==> run_1/detail.png <==
Window x 45 to 65, y 45 to 65 µm. Cells in gray, sequential cells in the stronger gray; small squares are vias.
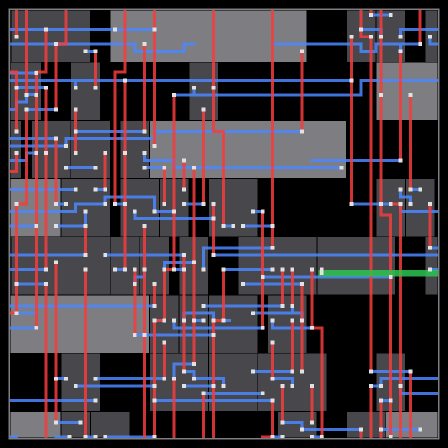
==> run_1/clocks.png <==
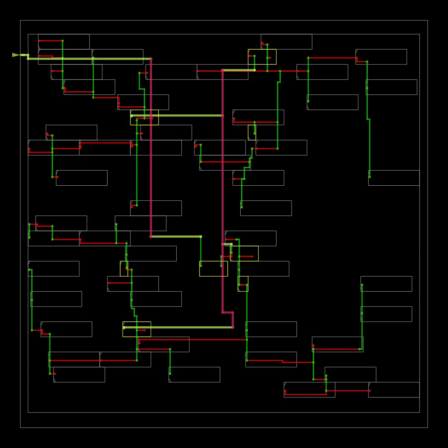
==> run_1/wires.png <==
Drawn at 8 px/µm. Only two layers are drawn.
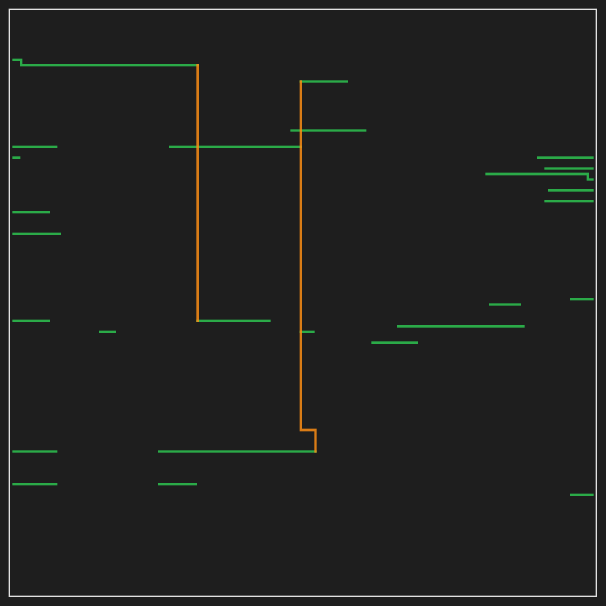
--- src/rtl/spi_controller_pkg.sv ---
// spi_controller_pkg: shared FSM states, divider width and bit-counter sizing for the SPI master.
package spi_controller_pkg;
  localparam int DIV_W = 8;
  typedef enum logic [2:0] {IDLE, SETUP, XFER, HOLD, DONE} state_e;
  function automatic int bit_cnt_w(input int dw);
    return $clog2(dw) + 1;
  endfunction
endpackage

--- src/rtl/spi_controller_if.sv ---
// spi_controller_if: control-side and SPI pin bundle; slave modport is the controller, master the surrounding logic.
interface spi_controller_if #(parameter int DATA_WIDTH = 8);
  import spi_controller_pkg::*;
  logic [DATA_WIDTH-1:0] i_data_in;
  logic [DATA_WIDTH-1:0] o_data_out;
  logic [DIV_W-1:0]      i_clk_div;
  logic i_start;
  logic o_done;
  logic o_busy;
  logic o_spi_mosi;
  logic i_spi_miso;
  logic o_spi_clk;
  logic o_spi_cs;
  modport master (
    output i_data_in, i_start, i_clk_div, i_spi_miso,
    input  o_data_out, o_done, o_busy, o_spi_mosi, o_spi_clk, o_spi_cs
  );
  modport slave (
    input  i_data_in, i_start, i_clk_div, i_spi_miso,
    output o_data_out, o_done, o_busy, o_spi_mosi, o_spi_clk, o_spi_cs
  );
endinterface

--- src/rtl/spi_clk_gen.sv ---
// spi_clk_gen: half-period counter producing tick plus leading/trailing strobes and the registered SCLK.
module spi_clk_gen
  import spi_controller_pkg::*;
#(
  parameter bit CPOL = 1'b0
) (
  input  logic             clk,
  input  logic             rst_n,
  input  logic             load,
  input  logic             active,
  input  logic             sclk_en,
  input  logic [DIV_W-1:0] div,
  output logic             tick,
  output logic             lead,
  output logic             trail,
  output logic             sclk
);
  logic [DIV_W-1:0] half;
  logic [DIV_W-1:0] cnt;
  assign tick  = active && (cnt == half - 1'b1);
  assign lead  = tick && sclk_en && (sclk == CPOL);
  assign trail = tick && sclk_en && (sclk != CPOL);
  always_ff @(posedge clk or negedge rst_n)
    if (!rst_n) begin
      half <= '0;
      cnt  <= '0;
      sclk <= CPOL;
    end else if (load) begin
      half <= (div == '0) ? DIV_W'(1) : div;
      cnt  <= '0;
    end else if (active) begin
      cnt <= tick ? '0 : cnt + 1'b1;
      if (lead || trail) sclk <= ~sclk;
    end
endmodule

--- src/rtl/spi_controller.sv ---
// spi_controller: single-frame full-duplex SPI master, MSB first by default.
// Define SPI_LSB_FIRST_EN to shift TX and RX LSB first.
module spi_controller
  import spi_controller_pkg::*;
#(
  parameter int DATA_WIDTH = 8,
  parameter bit CPOL       = 1'b0,
  parameter bit CPHA       = 1'b0
) (
  input logic         i_clk,
  input logic         i_rst,
  spi_controller_if.slave bus
);
  localparam int BW = bit_cnt_w(DATA_WIDTH);
`ifdef SPI_LSB_FIRST_EN
  function automatic logic head(input logic [DATA_WIDTH-1:0] v);
    return v[0];
  endfunction
  function automatic logic [DATA_WIDTH-1:0] drop(input logic [DATA_WIDTH-1:0] v);
    return v >> 1;
  endfunction
  function automatic logic [DATA_WIDTH-1:0] push(input logic [DATA_WIDTH-1:0] v, input logic b);
    return {b, v[DATA_WIDTH-1:1]};
  endfunction
`else
  function automatic logic head(input logic [DATA_WIDTH-1:0] v);
    return v[DATA_WIDTH-1];
  endfunction
  function automatic logic [DATA_WIDTH-1:0] drop(input logic [DATA_WIDTH-1:0] v);
    return v << 1;
  endfunction
  function automatic logic [DATA_WIDTH-1:0] push(input logic [DATA_WIDTH-1:0] v, input logic b);
    return {v[DATA_WIDTH-2:0], b};
  endfunction
`endif
  state_e                state;
  logic [DATA_WIDTH-1:0] tx_sr;
  logic [DATA_WIDTH-1:0] rx_sr;
  logic [BW-1:0]         bit_cnt;
  logic tick, lead, trail, last_bit, shift_tx;
  assign last_bit = bit_cnt == BW'(DATA_WIDTH - 1);
  // CPHA=0 preloads bit 0 of the frame at start, so the final trailing edge must not advance MOSI
  assign shift_tx = CPHA ? lead : (trail && !last_bit);
  spi_clk_gen #(.CPOL(CPOL)) u_clk_gen (
    .clk     (i_clk),
    .rst_n   (i_rst),
    .load    (state == IDLE && bus.i_start),
    .active  (state == SETUP || state == XFER || state == HOLD),
    .sclk_en (state == SETUP || state == XFER),
    .div     (bus.i_clk_div),
    .tick    (tick),
    .lead    (lead),
    .trail   (trail),
    .sclk    (bus.o_spi_clk)
  );
  always_ff @(posedge i_clk or negedge i_rst)
    if (!i_rst) begin
      state          <= IDLE;
      tx_sr          <= '0;
      rx_sr          <= '0;
      bit_cnt        <= '0;
      bus.o_spi_cs   <= 1'b1;
      bus.o_spi_mosi <= 1'b0;
      bus.o_data_out <= '0;
      bus.o_done     <= 1'b0;
      bus.o_busy     <= 1'b0;
    end else begin
      bus.o_done <= 1'b0;
      if (shift_tx) begin
        bus.o_spi_mosi <= head(tx_sr);
        tx_sr          <= drop(tx_sr);
      end
      if (trail) begin
        rx_sr   <= push(rx_sr, bus.i_spi_miso);
        bit_cnt <= bit_cnt + 1'b1;
      end
      case (state)
        IDLE: if (bus.i_start) begin
          state        <= SETUP;
          bus.o_busy   <= 1'b1;
          bus.o_spi_cs <= 1'b0;
          bit_cnt      <= '0;
          rx_sr        <= '0;
          tx_sr        <= CPHA ? bus.i_data_in : drop(bus.i_data_in);
          if (!CPHA) bus.o_spi_mosi <= head(bus.i_data_in);
        end
        SETUP: if (tick) state <= XFER;
        XFER:  if (trail && last_bit) state <= HOLD;
        HOLD: if (tick) begin
          state          <= DONE;
          bus.o_spi_cs   <= 1'b1;
          bus.o_done     <= 1'b1;
          bus.o_busy     <= 1'b0;
          bus.o_data_out <= rx_sr;
        end
        default: state <= IDLE;
      endcase
    end
endmodule

--- src/flat_wrapper.sv ---
// flat-port wrapper written by rule: the top's interface ports become plain ports
module spi_controller_flat import spi_controller_pkg::*;
#(
  parameter int DATA_WIDTH = 8,
  parameter bit CPOL       = 1'b0,
  parameter bit CPHA       = 1'b0
)
  (i_clk, i_rst, bus_i_data_in, bus_i_start, bus_i_clk_div, bus_i_spi_miso, bus_o_data_out, bus_o_done, bus_o_busy, bus_o_spi_mosi, bus_o_spi_clk, bus_o_spi_cs);
  spi_controller_if #(.DATA_WIDTH(DATA_WIDTH)) bus_i ();
  input logic i_clk;
  input logic i_rst;
  input wire logic [$bits(bus_i.i_data_in)-1:0] bus_i_data_in;
  input wire logic [$bits(bus_i.i_start)-1:0] bus_i_start;
  input wire logic [$bits(bus_i.i_clk_div)-1:0] bus_i_clk_div;
  input wire logic [$bits(bus_i.i_spi_miso)-1:0] bus_i_spi_miso;
  output wire logic [$bits(bus_i.o_data_out)-1:0] bus_o_data_out;
  output wire logic [$bits(bus_i.o_done)-1:0] bus_o_done;
  output wire logic [$bits(bus_i.o_busy)-1:0] bus_o_busy;
  output wire logic [$bits(bus_i.o_spi_mosi)-1:0] bus_o_spi_mosi;
  output wire logic [$bits(bus_i.o_spi_clk)-1:0] bus_o_spi_clk;
  output wire logic [$bits(bus_i.o_spi_cs)-1:0] bus_o_spi_cs;
  assign bus_i.i_data_in = bus_i_data_in;
  assign bus_i.i_start = bus_i_start;
  assign bus_i.i_clk_div = bus_i_clk_div;
  assign bus_i.i_spi_miso = bus_i_spi_miso;
  assign bus_o_data_out = bus_i.o_data_out;
  assign bus_o_done = bus_i.o_done;
  assign bus_o_busy = bus_i.o_busy;
  assign bus_o_spi_mosi = bus_i.o_spi_mosi;
  assign bus_o_spi_clk = bus_i.o_spi_clk;
  assign bus_o_spi_cs = bus_i.o_spi_cs;
  spi_controller #(.DATA_WIDTH(DATA_WIDTH), .CPOL(CPOL), .CPHA(CPHA)) u_core (.i_clk(i_clk), .i_rst(i_rst), .bus(bus_i));
endmodule
--- config.mk ---
export PLATFORM = sky130hd
export DESIGN_NAME = spi_controller_flat
export DESIGN_NICKNAME = d
export VERILOG_FILES = /design/src/rtl/spi_controller_pkg.sv /design/src/rtl/spi_controller_if.sv /design/src/rtl/spi_clk_gen.sv /design/src/rtl/spi_controller.sv /design/src/flat_wrapper.sv
export SDC_FILE = /design/constraint.sdc
export NUM_CORES = 1
export LEC_CHECK = 0
export CAP_MARGIN = 10
export CORE_MARGIN = 1
export CORE_UTILIZATION = 50
export DETAILED_ROUTE_END_ITERATION = 8
export PLACE_DENSITY = 0.76
export RECOVER_POWER = 50
export SYNTH_ARGS = -nofsm -noshare
export SYNTH_HDL_FRONTEND = slang
export SYNTH_SLANG_ARGS = --single-unit
--- constraint.sdc ---
create_clock -name i_clk -period 7.6 [get_ports i_clk]
set_input_delay 0.76 -clock i_clk [delete_from_list [all_inputs] [get_ports i_clk]]
set_output_delay 0.76 -clock i_clk [all_outputs]
set_load 0.01 [all_outputs]
==> run notes, run 1 <==
impl run done, here's what came out: setup slack, reg-to-reg=4.57 ns, most frequent cell after synthesis=dfrtp_1, adder share=0.0148, aoi share=0.174, Hold Crit Class=reg2reg, Worst Path Required=7.79 ns, met3 GRT Util=0.0442, routing usage on met1=0.282, largest net degree at the start of global routing=around 53, critical path class=reg2reg, IO Pins=33, Hold EP=u_core.u_clk_gen.half[7]$_DFFE_PN0P_, worst-path maximum fanout=29, slowest cell delay on critical path=0.72 ns, simple share=0.184, most numerous logic cells after layout=dfrtp_1 (51), nand2_1 (38), clkdlybuf4s50_1 (29), o21ai_0 (27), nor2_1 (23), CTS tree=done, Max Buffers Root-to-Sink=2, failing checks=max-capacitance violations, max-slew violations, Post-synth EDFFs=0, top sig layer=met4, max_cap viols=1, post-place setup slack=4.61 ns, hold_ws=0.504 ns, hold path depth=2, Seq share, synth=0.514, TritonRoute pass-1 iters=4, status=complete, but fails checks, Root Buffer=clkbuf_8, fraction of layout cells with a size suffix above 1=0.0803, Starting Density=0.530, GRT Overall Usage=0.219, slowest CP cell=a211o_1, final worst slack=~4.6 ns, met1 wire length=~2400 µm, total CTS buffers=5, vias per cell=5.57, Avg WL per Cell=approximately 14 µm, Cell Type Count=46, Post-Syn Nets=between 200 and 300, Cells after Synth=267, post-CTS setup buffers=0, Hold Startpoint=u_core.u_clk_gen.half[7]$_DFFE_PN0P_, total power=1.01 mW, post-route ant nets=0, critical path launch point type=register, Slew headroom=-0.797, Arr. time, crit path=3.22 ns, fmax=0.330 GHz, final slew viol count=53, clock skew=0.00459 ns, initial DRC count=between 100 and 150, antenna violations before repair=0, Worst VDD drop=0.000146 V, Final period util=0.398, Reg2Reg Depth=7, layout net count=321, htree depth=2, reg2reg start=u_core.u_clk_gen.half[2]$_DFFE_PN0P_, I/O Buffers=32, grt met2 use=0.360, Post-synth top cells=dfrtp_1 (51), nand2_1 (38), o21ai_0 (27), nor2_1 (23), a21oi_1 (22), Non-Filler Instances=between 300 and 400, asr flop ratio synth=1.00, power density cells=roughly 340 nW/µm², Commonest Layout Cell=dfrtp_1, FP Rows=25, Yosys Chip Area=2530 µm², Worst Setup EP=u_core.bus.o_data_out[7]$_DFFE_PN0P_, gpl congestion=0.801
Notes on detail.png above:
| color | layer |
|---|---|
| green | metal 3 |
| red | metal 2 |
| blue | metal 1 |
netlist names of flops here include: u_core.u_clk_gen.half (2), u_core.tx_sr (1)
cells with their middle in the window: 33
sequential cells in the window: 3
most frequent: nand2_1 (13), o21ai_0 (4), dfrtp_1 (3)

Notes on clocks.png above:
clk pwr: 0.151 mW
flip-flops: 52
worst-skew pair later-pin latency: 0.30 ns
CTS Sinks: 52

Notes on wires.png above:
| color | layer | wire length |
|---|---|---|
| green | metal 3 | 191 µm |
| orange | metal 4 | 80.0 µm |
Vias: 2037
Post-Route WL: 5220 µm

==> run 1: critical path, delay by kind of cell (launching register included) <==
| kind | cells | cell delay, ns |
|---|---|---|
| AND/OR/NAND/NOR | 3 | 1.07 |
| multiplexers | 1 | 0.28 |
| flip-flops | 1 | 0.44 |
| buffers and inverters | 1 | 0.22 |
| AND-OR/OR-AND | 2 | 0.89 |
==> run 1: cell type report <==
cell class / instances / area (µm²)
Tap cell: 67 / 83.8
Clock inverter: 1 / 5.00
Fill cell: 414 / 1800
Clock buffer: 7 / 76.3
Sequential cell: 52 / 1300
Inverter: 7 / 26.3
Multi-Input combinational cell: 196 / 1160
Timing Repair Buffer: 36 / 338
==> run 1: where the power goes <==
group          internal (mW)  switching [mW]
clock                 0.0648          0.0862
combinational          0.180           0.201
sequential             0.381           0.101
total                  0.626           0.387
==> run_1/layer_met2.png <==
Drawn at 4 px/µm. Cells faint in the background.
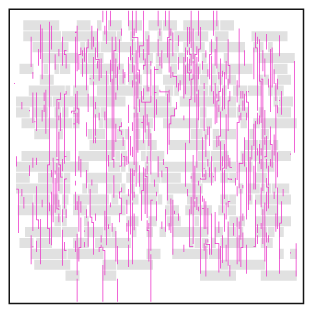

==> run 2: changes to the inputs <==
clock period = 2.8 ns   (was 7.6 ns; I/O delays follow)
==> run_2/layer_met2.png <==
Drawn at 4 px/µm. Cells faint in the background.
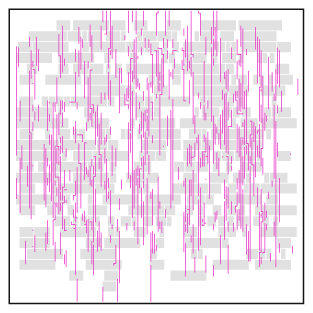
longest straight run: 36.4 µm
nets with wire on the layer: 266

==> run_2/detail.png <==
Window x 45 to 65, y 45 to 65 µm. Cells in gray, sequential cells in the stronger gray; small squares are vias.
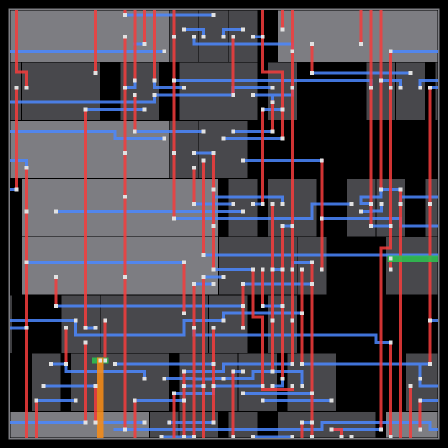
| color | layer |
|---|---|
| green | metal 3 |
| red | metal 2 |
| blue | metal 1 |
| orange | metal 4 |
netlist names of flops here include: u_core.u_clk_gen.half (3), u_core.tx_sr (2)
most frequent: nand2_1 (12), dfrtp_1 (5), o21ai_0 (4)
sequential cells in the window: 5
cells with their middle in the window: 33

==> run notes, run 2 <==
impl run done, here's what came out: Worst Setup EP=u_core.bus.o_data_out[5]$_DFFE_PN0P_, Hold Startpoint=u_core.u_clk_gen.half[7]$_DFFE_PN0P_, met1 wire length=2460 µm (+3.6%), Worst VDD drop=0.000612 V (+320%), hold_ws=0.501 ns (-0.00316 ns), slowest CP cell=or4_4, P_int=1.80 mW (+190%), initial DRC count=103 (-15%), Post-synth top cells=dfrtp_1 (51), nand2_1 (38), o21ai_0 (27), nor2_1 (23), a21oi_1 (22), grt met2 use=0.372 (+0.0123), Cells after Synth=267 (unchanged), clock skew=0.00861 ns (+0.00402 ns), critical path class=reg2reg, gpl congestion=0.863 (+7.8%), final slew viol count=0 (-100%), max_cap viols=0 (-1), antenna violations before repair=0 (unchanged), setup slack, reg-to-reg=0.17 ns (-4.40 ns), Stages on worst setup path=7 (unchanged), Final period util=0.939 (+0.540), Reg area=1300 µm² (unchanged), FP Rows=25 (unchanged), Root Buffer=clkbuf_8, TritonRoute pass-1 iters=4 (unchanged), Worst Path Required=2.99 ns (-4.80 ns), Post-Route WL=5200 µm (-0.38%), largest net degree at the start of global routing=39 (-26%), Cell Type Count=46 (unchanged), most frequent cell after synthesis=dfrtp_1, final worst slack=0.171 ns (-4.40 ns), Yosys Chip Area=2530 µm² (unchanged), Slew headroom=0.387 (+1.18), post-place setup slack=0.165 ns (-4.45 ns), Vias=2043 (+0.29%), vias per cell=5.49 (-1.3%), status=finished, final reports clean, I/O Buffers=32 (unchanged), Post-Syn Nets=290 (unchanged), Reg2Reg Depth=7 (unchanged), Non-Filler Instances=372 (+1.6%), hold path depth=2 (unchanged), CTS Sinks=52 (unchanged), CP bufs+invs=1 (unchanged), fillers=417 (+0.72%), worst-skew pair later-pin latency=0.30 ns (about the same), fmax=0.380 GHz (+15%), simple share=0.184 (unchanged), Comb power frac=0.364 (-0.011), most numerous logic cells after layout=dfrtp_1 (51), nand2_1 (38), clkdlybuf4s50_1 (31), o21ai_0 (27), nor2_1 (23)
==> run_2/clocks.png <==
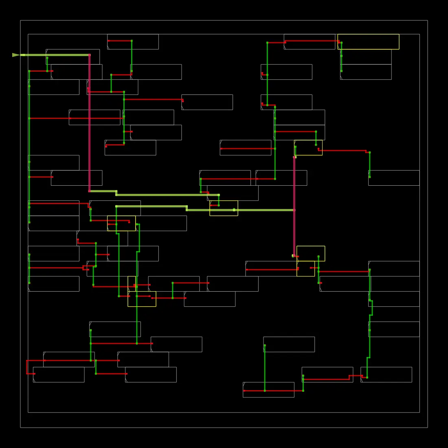
total CTS buffers: 5
clkbuf count: 6
clk pwr: 0.510 mW

==> run 2: cell counts after synthesis <==
Identical to the previous run, type by type.
==> run 2: area by class of cell <==
cell class	count	share of cell area
Timing Repair Buffer	42	0.126
Clock buffer	6	0.0237
Sequential cell	52	0.425
Inverter	7	0.00857
Tap cell	67	0.0273
Clock inverter	2	0.0126
Multi-Input combinational cell	196	0.377
==> run 2: power groups by stage <==
stage	clock network (mW)	logic, mW	registers, mW
after floorplan	0	0.758	1.26
after detailed placement	0	1.05	1.33
after global routing	0.555	1.19	1.36
final	0.510	1.04	1.31
after global placement	0	1.02	1.31
after CTS	0.527	1.05	1.31
==> run 2: what timing repair did <==
item / in CTS / in global routing
gates resized: 0 / 0
endpoints found under the hold margin: 14 / 0
endpoints found under the setup margin: 0 / 0
hold buffers: 1 / 0
==> run_2/wires.png <==
Drawn at 8 px/µm. Only two layers are drawn.
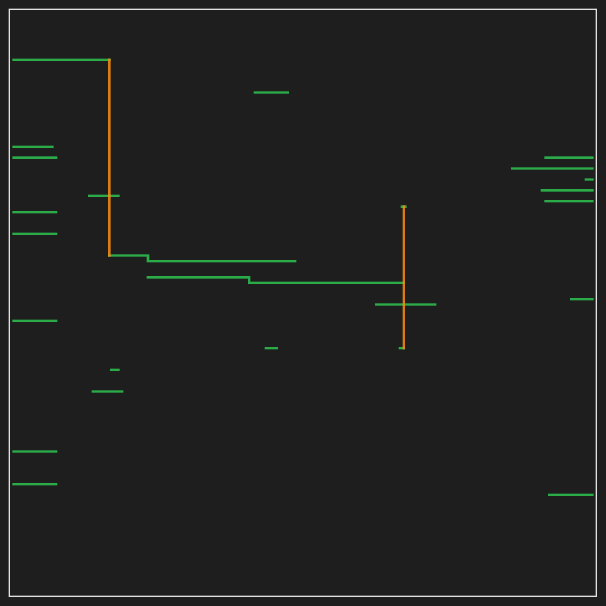

==> run 3: changes to the inputs <==
CORE_UTILIZATION = 49   (was 50)
PLACE_DENSITY = 0.78   (was 0.76)
clock period = 2.1 ns   (was 2.8 ns; I/O delays follow)
==> run_3/wires.png <==
Drawn at 8 px/µm. Only two layers are drawn.
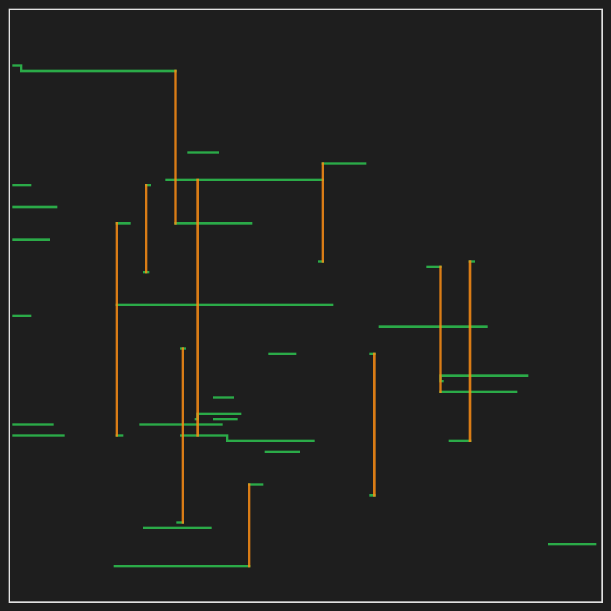
| color | layer | wire length |
|---|---|---|
| green | metal 3 | 232 µm |
| orange | metal 4 | 188 µm |

==> run_3/detail.png <==
Window x 45 to 65, y 45 to 65 µm. Cells in gray, sequential cells in the stronger gray; small squares are vias.
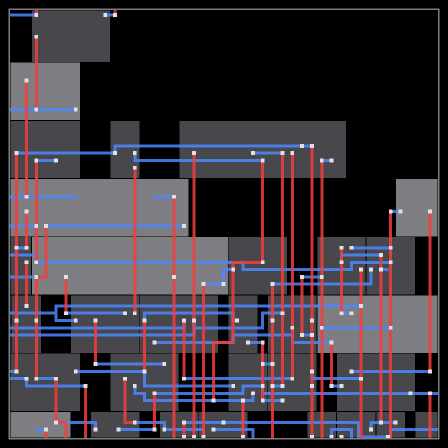
| color | layer |
|---|---|
| blue | metal 1 |
| red | metal 2 |
sequential cells in the window: 3
most frequent: dfrtp_1 (3), a31oi_1 (2), nand2_1 (2)
cells with their middle in the window: 21
netlist names of flops here include: u_core.u_clk_gen.cnt (3)

==> run notes, run 3 <==
impl run done, here's what came out: Post-Syn Nets=290 (unchanged), Logic power comb=2.17 mW (+110%), CTS Sinks=52 (unchanged), Worst Path Required=2.30 ns (-0.69 ns), critical path class=reg2reg, failing checks=negative setup slack, Seq/total area=0.366 (-0.0588), clkbuf count=5 (-1), Clock buf/inv share=0.0313 (-0.00503), n_taps=67 (unchanged), I/O Buffers=32 (unchanged), FP Rows=25 (unchanged), max_cap viols=0 (unchanged), Final Setup Violations=about 43, CTS resizes=33 (+33), setup slack, reg-to-reg=-0.32 ns (-0.49 ns), seq pwr=1.71 mW (+31%), Worst VDD drop=0.000707 V (+15%), most frequent cell after synthesis=dfrtp_1, status=complete, but fails checks, CTS Hold Buffers Added=1 (unchanged), vias per cell=5.72 (+4.1%), most numerous logic cells after layout=dfrtp_1 (51), nand2_1 (35), clkdlybuf4s50_1 (31), buf_4 (26), nor2_1 (22), Layout non-clock buf frac=0.182 (+0.0564), MI comb cells=196 (unchanged), Leading power group=combinational cells, TritonRoute pass-1 iters=4 (unchanged), total CTS buffers=5 (unchanged), final worst slack=-0.316 ns (-0.488 ns), Hold Startpoint=bus_i_spi_miso, inverters=7 (unchanged), Post-synth top cells=dfrtp_1 (51), nand2_1 (38), o21ai_0 (27), nor2_1 (23), a21oi_1 (22), P_int=2.79 mW (+55%), Leading cell kind=logic gates, simple share=0.184 (unchanged), combinational share of cell area=0.390 (+0.0124), Yosys Chip Area=2530 µm² (unchanged), Root Buffer=clkbuf_8, final slew viol count=0 (unchanged)
==> run_3/layer_met2.png <==
Drawn at 4 px/µm. Cells faint in the background.
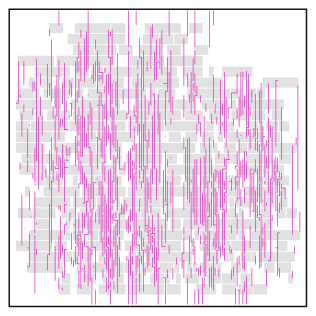
Post-Route WL: 6540 µm
Vias: 2287
grt met2 use: 0.429

run 3: cell types whose count changed in the layout (fill, tap and decap cells not counted), sizes merged:
cell      delta
clkinvlp     +1
inv          -1
buf         +29
clkinv       +1
clkbuf       -2
run 3: metrics by stage:
step           setup WS, ns  instance area, µm²  std cells  hold WS [ns]  setup TNS (ns)
2_1_floorplan        -0.242                2620        267       -0.0856           -4.67
3_3_place_gp         -0.281                3210        386         0.210           -7.44
3_5_place_dp         -0.322                3210        386         0.224           -9.03
4_1_cts              -0.296                3430        398         0.424           -7.24
5_1_grt              -0.364                3560        400         0.470          -12.06
6_report             -0.316                3560        400         0.435           -8.80
run 3: critical path: cells and delay by family, from the launching register on:
family	cells	cell delay [ns]
AOI/OAI and AO/OA	3	0.65
and+or+nand+nor	3	0.91
DFF	1	0.42
buffers and inverters	2	0.33
Power is estimated from default activity; no workload was simulated.
